$ cat src/rtl/if_id_skid_buffer.sv
// IF->ID pipeline register built as a 2-entry skid buffer.
// Fetch sees a ready that depends only on state; decode sees a registered head entry.
module if_id_skid_buffer #(
    parameter int WIDTH = 32
) (
    input  logic             clk,
    input  logic             rst,
    input  logic             flush,
    input  logic             in_valid,
    input  logic [WIDTH-1:0] in_pc,
    input  logic [WIDTH-1:0] in_instruction,
    output logic             in_ready,
    output logic             out_valid,
    output logic [WIDTH-1:0] out_pc,
    output logic [WIDTH-1:0] out_instruction,
    input  logic             out_ready,
    output logic [1:0]       occupancy
);

    typedef enum logic [1:0] {
        EMPTY = 2'd0,
        HALF  = 2'd1,
        FULL  = 2'd2
    } state_t;

    state_t state;
    state_t state_next;

    logic [WIDTH-1:0] head_pc;
    logic [WIDTH-1:0] head_instruction;
    logic [WIDTH-1:0] skid_pc;
    logic [WIDTH-1:0] skid_instruction;

    logic push;
    logic pop;

    assign push = in_valid & in_ready & ~flush;
    assign pop  = out_valid & out_ready;

    always_ff @(posedge clk) begin
        if (rst) begin
            state <= EMPTY;
        end else begin
            state <= state_next;
        end
    end

    always_comb begin
        state_next = state;
        if (flush) begin
            state_next = EMPTY;
        end else begin
            unique case (state)
                EMPTY: if (push) state_next = HALF;
                HALF: begin
                    if (push && !pop) begin
                        state_next = FULL;
                    end else if (!push && pop) begin
                        state_next = EMPTY;
                    end
                end
                FULL: if (pop) state_next = HALF;
                default: state_next = EMPTY;
            endcase
        end
    end

    always_comb begin
        in_ready  = (state != FULL);
        out_valid = (state != EMPTY);
        occupancy = state;
    end

    // Head is zeroed whenever the buffer empties, so out_* reads as a bubble
    // straight from the flops without any output gating.
    always_ff @(posedge clk) begin
        if (rst || flush) begin
            head_pc          <= '0;
            head_instruction <= '0;
            skid_pc          <= '0;
            skid_instruction <= '0;
        end else begin
            unique case (state)
                EMPTY: begin
                    if (push) begin
                        head_pc          <= in_pc;
                        head_instruction <= in_instruction;
                    end
                end
                HALF: begin
                    if (push && pop) begin
                        head_pc          <= in_pc;
                        head_instruction <= in_instruction;
                    end else if (push) begin
                        skid_pc          <= in_pc;
                        skid_instruction <= in_instruction;
                    end else if (pop) begin
                        head_pc          <= '0;
                        head_instruction <= '0;
                    end
                end
                FULL: begin
                    if (pop) begin
                        head_pc          <= skid_pc;
                        head_instruction <= skid_instruction;
                    end
                end
                default: begin
                    head_pc          <= '0;
                    head_instruction <= '0;
                end
            endcase
        end
    end

    assign out_pc          = head_pc;
    assign out_instruction = head_instruction;

endmodule
$ cat config.mk
export PLATFORM = sky130hd
export DESIGN_NAME = if_id_skid_buffer
export DESIGN_NICKNAME = d
export VERILOG_FILES = /design/src/rtl/if_id_skid_buffer.sv
export SDC_FILE = /design/constraint.sdc
export NUM_CORES = 1
export LEC_CHECK = 0
export CELL_PAD_IN_SITES_DETAIL_PLACEMENT = 1
export CELL_PAD_IN_SITES_GLOBAL_PLACEMENT = 1
export CORE_ASPECT_RATIO = 0.5
export CORE_MARGIN = 2
export CORE_UTILIZATION = 43
export DETAILED_ROUTE_END_ITERATION = 8
export PLACE_DENSITY = 0.95
export SLEW_MARGIN = 20
export SYNTH_ARGS = -nofsm -noshare
export SYNTH_HDL_FRONTEND = slang
export SYNTH_SLANG_ARGS = --single-unit
export TNS_END_PERCENT = 10
$ cat constraint.sdc
create_clock -name clk -period 5 [get_ports clk]
set_clock_uncertainty 0.15 [all_clocks]
set_input_delay 0.5 -clock clk [delete_from_list [all_inputs] [get_ports clk]]
set_output_delay 0.5 -clock clk [all_outputs]
set_load 0.005 [all_outputs]
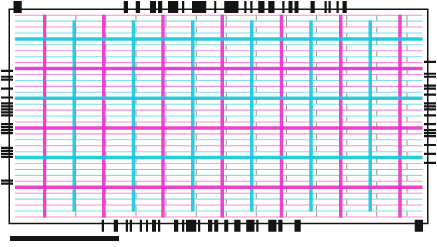
**Above:** PDN straps and rails.
The bar under the picture is 50 um long. Pins as bars on the die edge. Tap cells in gray.
VSS -> magenta
VDD -> cyan
met4 straps = 13
tap cells = 234
chip height: 97.57 um
Core Region: 0.01727 mm2
Die Wd: 191.1 um
VDD IR max: 0.2618 mV

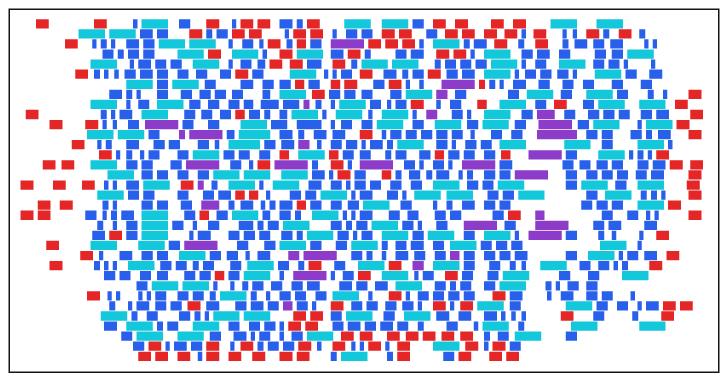
**Above:** cell classes on the final placement.
combinational and other logic -> blue  # cells 598, share of their area 49%
clock drivers and dummy loads -> purple  # cells 31, share of their area 6.2%
other buffers and delay cells -> red  # cells 151, share of their area 16%
flops -> cyan  # cells 130, share of their area 29%
num rows: 34
Finished Cell Area: 0.009351 mm2
utilization after layout: 0.5414
fraction of area in registers: 0.2791

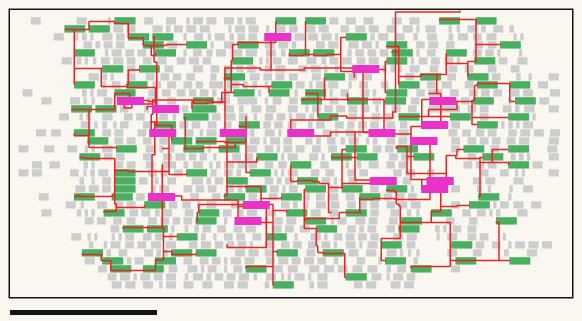
**Above:** routed clock nets over the placement.
The bar under the picture is 50 um long.
flip-flops -> green  # count 130
clock wires -> red  # length 1970 um
clock drivers -> magenta  # count 17
routed clock nets = 18
flops lie = widely spread
Latency at later pin: 0.43 ns
Clock group: 1.22 mW
Clk pwr share: 0.451

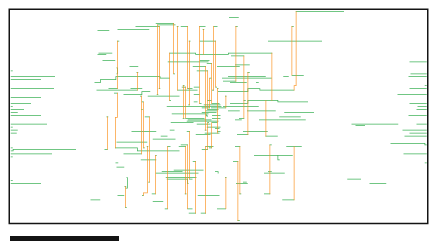
**Above:** signal wires by layer.
The bar under the picture is 50 um long. Only two layers are drawn.
metal 3 -> green  # wire length 1400 um
metal 4 -> orange  # wire length 1090 um
all-layer global routing usage: 0.2967
via count: 7417
Avg WL per Cell: 24.39 um
wirelength, routed: 27.90 mm

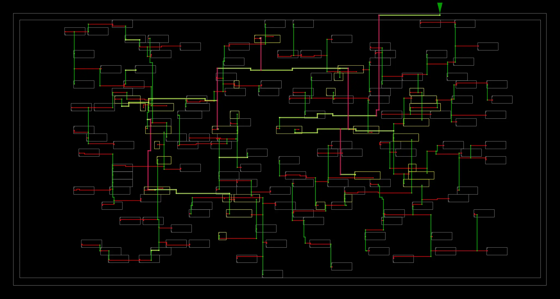
**Above:** the clock network.
clk sinks: 130
Flop Count: 130
# clk buffers: 19
CTS Buf Count: 17

==> summary.txt <==
flow finished, numbers: status=complete, no violations, Mux area share=0.08508, synthesized area=0.007530 mm2, CP Capture Type=flip-flop, clock-pin slew of the registers on the worst-case setup and hold paths=0.06 ns, Setup Viol. Count Final=0, Fin Setup TNS=0 ns, vias in the first global route=7906, crit share post-route=0.7305, Synth area leader=dfxtp_1, DRC=0, Root Buffer=clkbuf_16, HPWL Detailed=15.06 mm, final slew viol count=0, P per Cell Area=between 200 and 300 mW/mm2, WP data arrival=3.84 ns, placed standard-cell area=between 0.008 and 0.009 mm2, Antenna Cells=0, syn_area_per_cell=9.018 um2, first drt pass iteration count=5, Clock Tree Buf Depth=2, Rel. slew slack=0.3205, fmax=273.8 MHz, largest net degree at the start of global routing=91, Post-synth area hogs=dfxtp_1 (35%), mux2i_1 (8.5%), a2bb2oi_1 (7.6%), yosys stat cell total=about 840, floorplan net count=a little over 900, grt ovf=0, drt initial violations=558, drt via density=between 6 and 7, Final ANT Viol Nets=0, Main logic family=AND-OR/OR-AND gates, most frequent logic cell in the layout=clkdlybuf4s50_1, CTS Hold Bufs=0, GPL Wtd Cong=0.7373, met2 wire length=13.64 mm, metal3 WL=1.399 mm, antenna violations before repair=0, max_cap viols=0, post-layout min period=3.652 ns, filler instances=1922, LEAKAGE=3.338 nW, worst hold path class=flip-flop to flip-flop, Synth top area share=0.3456, CP Launch Type=flip-flop, CTS tree=built, Adder Share, Synth=0.003323, met1 wire length=11.78 mm, number of OpenROAD warnings=27, Post-Synth Simple-Gate Area=0.1497, Worst Path Max Fanout=around 90, RSZ-0062 raised after global routing=no, Synth Register Bits=130, Seq/Total Area, Yosys=0.3456, postcts setup bufs=0, Post-Synthesis Cells=approximately 840, Worst Path Required=5.19 ns, Layout area overhead=24.19%, share of cells above drive strength 1=0.1440, chip area=0.01865 mm2, Top Layer Used=met4, Worst Path Class, Setup=flip-flop to flip-flop, Top cells excl fill/tap=clkdlybuf4s50_1 (135), nand2_1 (129), dfxtp_1 (128), a21oi_1 (68), a2bb2oi_1 (65), Worst-Margin Slew=1.019 ns, post-synthesis xor/xnor area fraction=0, Yosys Chip Area=roughly 0.0075 mm2, Hold Vio Cnt, Final=0, yosys aoi share=0.3441, Final nets=969, fp_density=0.4360, post-cts resize count=0, global-route wire length before repair=44.10 mm, WHS=about 0.31 ns, Ports=137, Syn. warnings=0, H-tree levels=4
==> where the power goes <==
group          internal, mW  switching (mW)  leakage, nW
Clock                 0.708           0.514        0.271
Sequential             1.06          0.0289         1.05
Combinational         0.191           0.208         2.01
==> final timing paths <==
path	start	end	slack, ns	cells after the start
setup / recovery	occupancy[1]	skid_pc[22]	1.35	5
hold / removal	skid_instruction[22]	skid_instruction[22]	0.31	2
setup reg to reg	occupancy[1]	skid_pc[22]	1.35	5
hold reg to reg	skid_instruction[22]	skid_instruction[22]	0.31	2
==> cell usage after synthesis <==
cell and n:
dfxtp_1 130, nand2_1 129, a21oi_1 68, a2bb2oi_1 65
a211o_1 64, mux2i_1 64, o221ai_1 64, a21oi_2 60
clkbuf_1 50, or3b_1 50, buf_2 35, or3b_2 14
buf_4 8, buf_6 8, buf_1 6, and3b_1 2
ha_1 2, inv_1 2, nand2b_1 2, nor2_1 2
or2_2 2, and2_1 1, nand3b_1 1, nor2b_1 1
nor3b_2 1, o21ai_0 1, o21ba_2 1, o311a_1 1
o32a_1 1
==> critical path, cell delays in order (launching register included) <==
cell,delay [ns]
dfxtp_4,0.77
buf_4,0.92
nand3b_1,0.57
buf_4,0.68
nand2_1,0.22
a21oi_1,0.23
==> kinds of logic after synthesis <==
kind of cell / after synthesis
AND-OR/OR-AND: 325
AND/OR/NAND/NOR: 205
flip-flops: 130
buffers and inverters: 109
multiplexers: 64
adder cells (fa/ha/maj): 2
==> per-layer routing <==
layer  up-vias  track usage
met4         0       0.1385
met3       102      0.05525
met1      3732       0.3635
met2       309       0.5042
li1       3274            -
met5         -            0
==> sequential cells by signal, indices dropped and copies added, names as in the netlist <==
name	cells
out_instruction	32
out_pc	32
occupancy	2
skid_instruction	32
skid_pc	32
==> per-stage QoR <==
step	power (mW)	setup WS, ns	std cells
detailed placement	1.491	1.479	1113
CTS	2.707	1.501	1144
floorplan	1.326	2.508	835
global placement	1.472	1.543	1113
global route	2.782	1.250	1144
finish	2.710	1.348	1144
==> final cells by class <==
cell class                 instances  area [um2]  share of cell area
sequential                       130        2610              0.2791
tap                              234       292.8             0.03131
clock buffer                      19       452.9             0.04843
multi-input combinational        596        4408              0.4714
timing repair buffer             151        1469              0.1571
clock inverter                    12       111.4             0.01191
inverter                           2       7.507           0.0008028
Power is estimated from default activity; no workload was simulated.
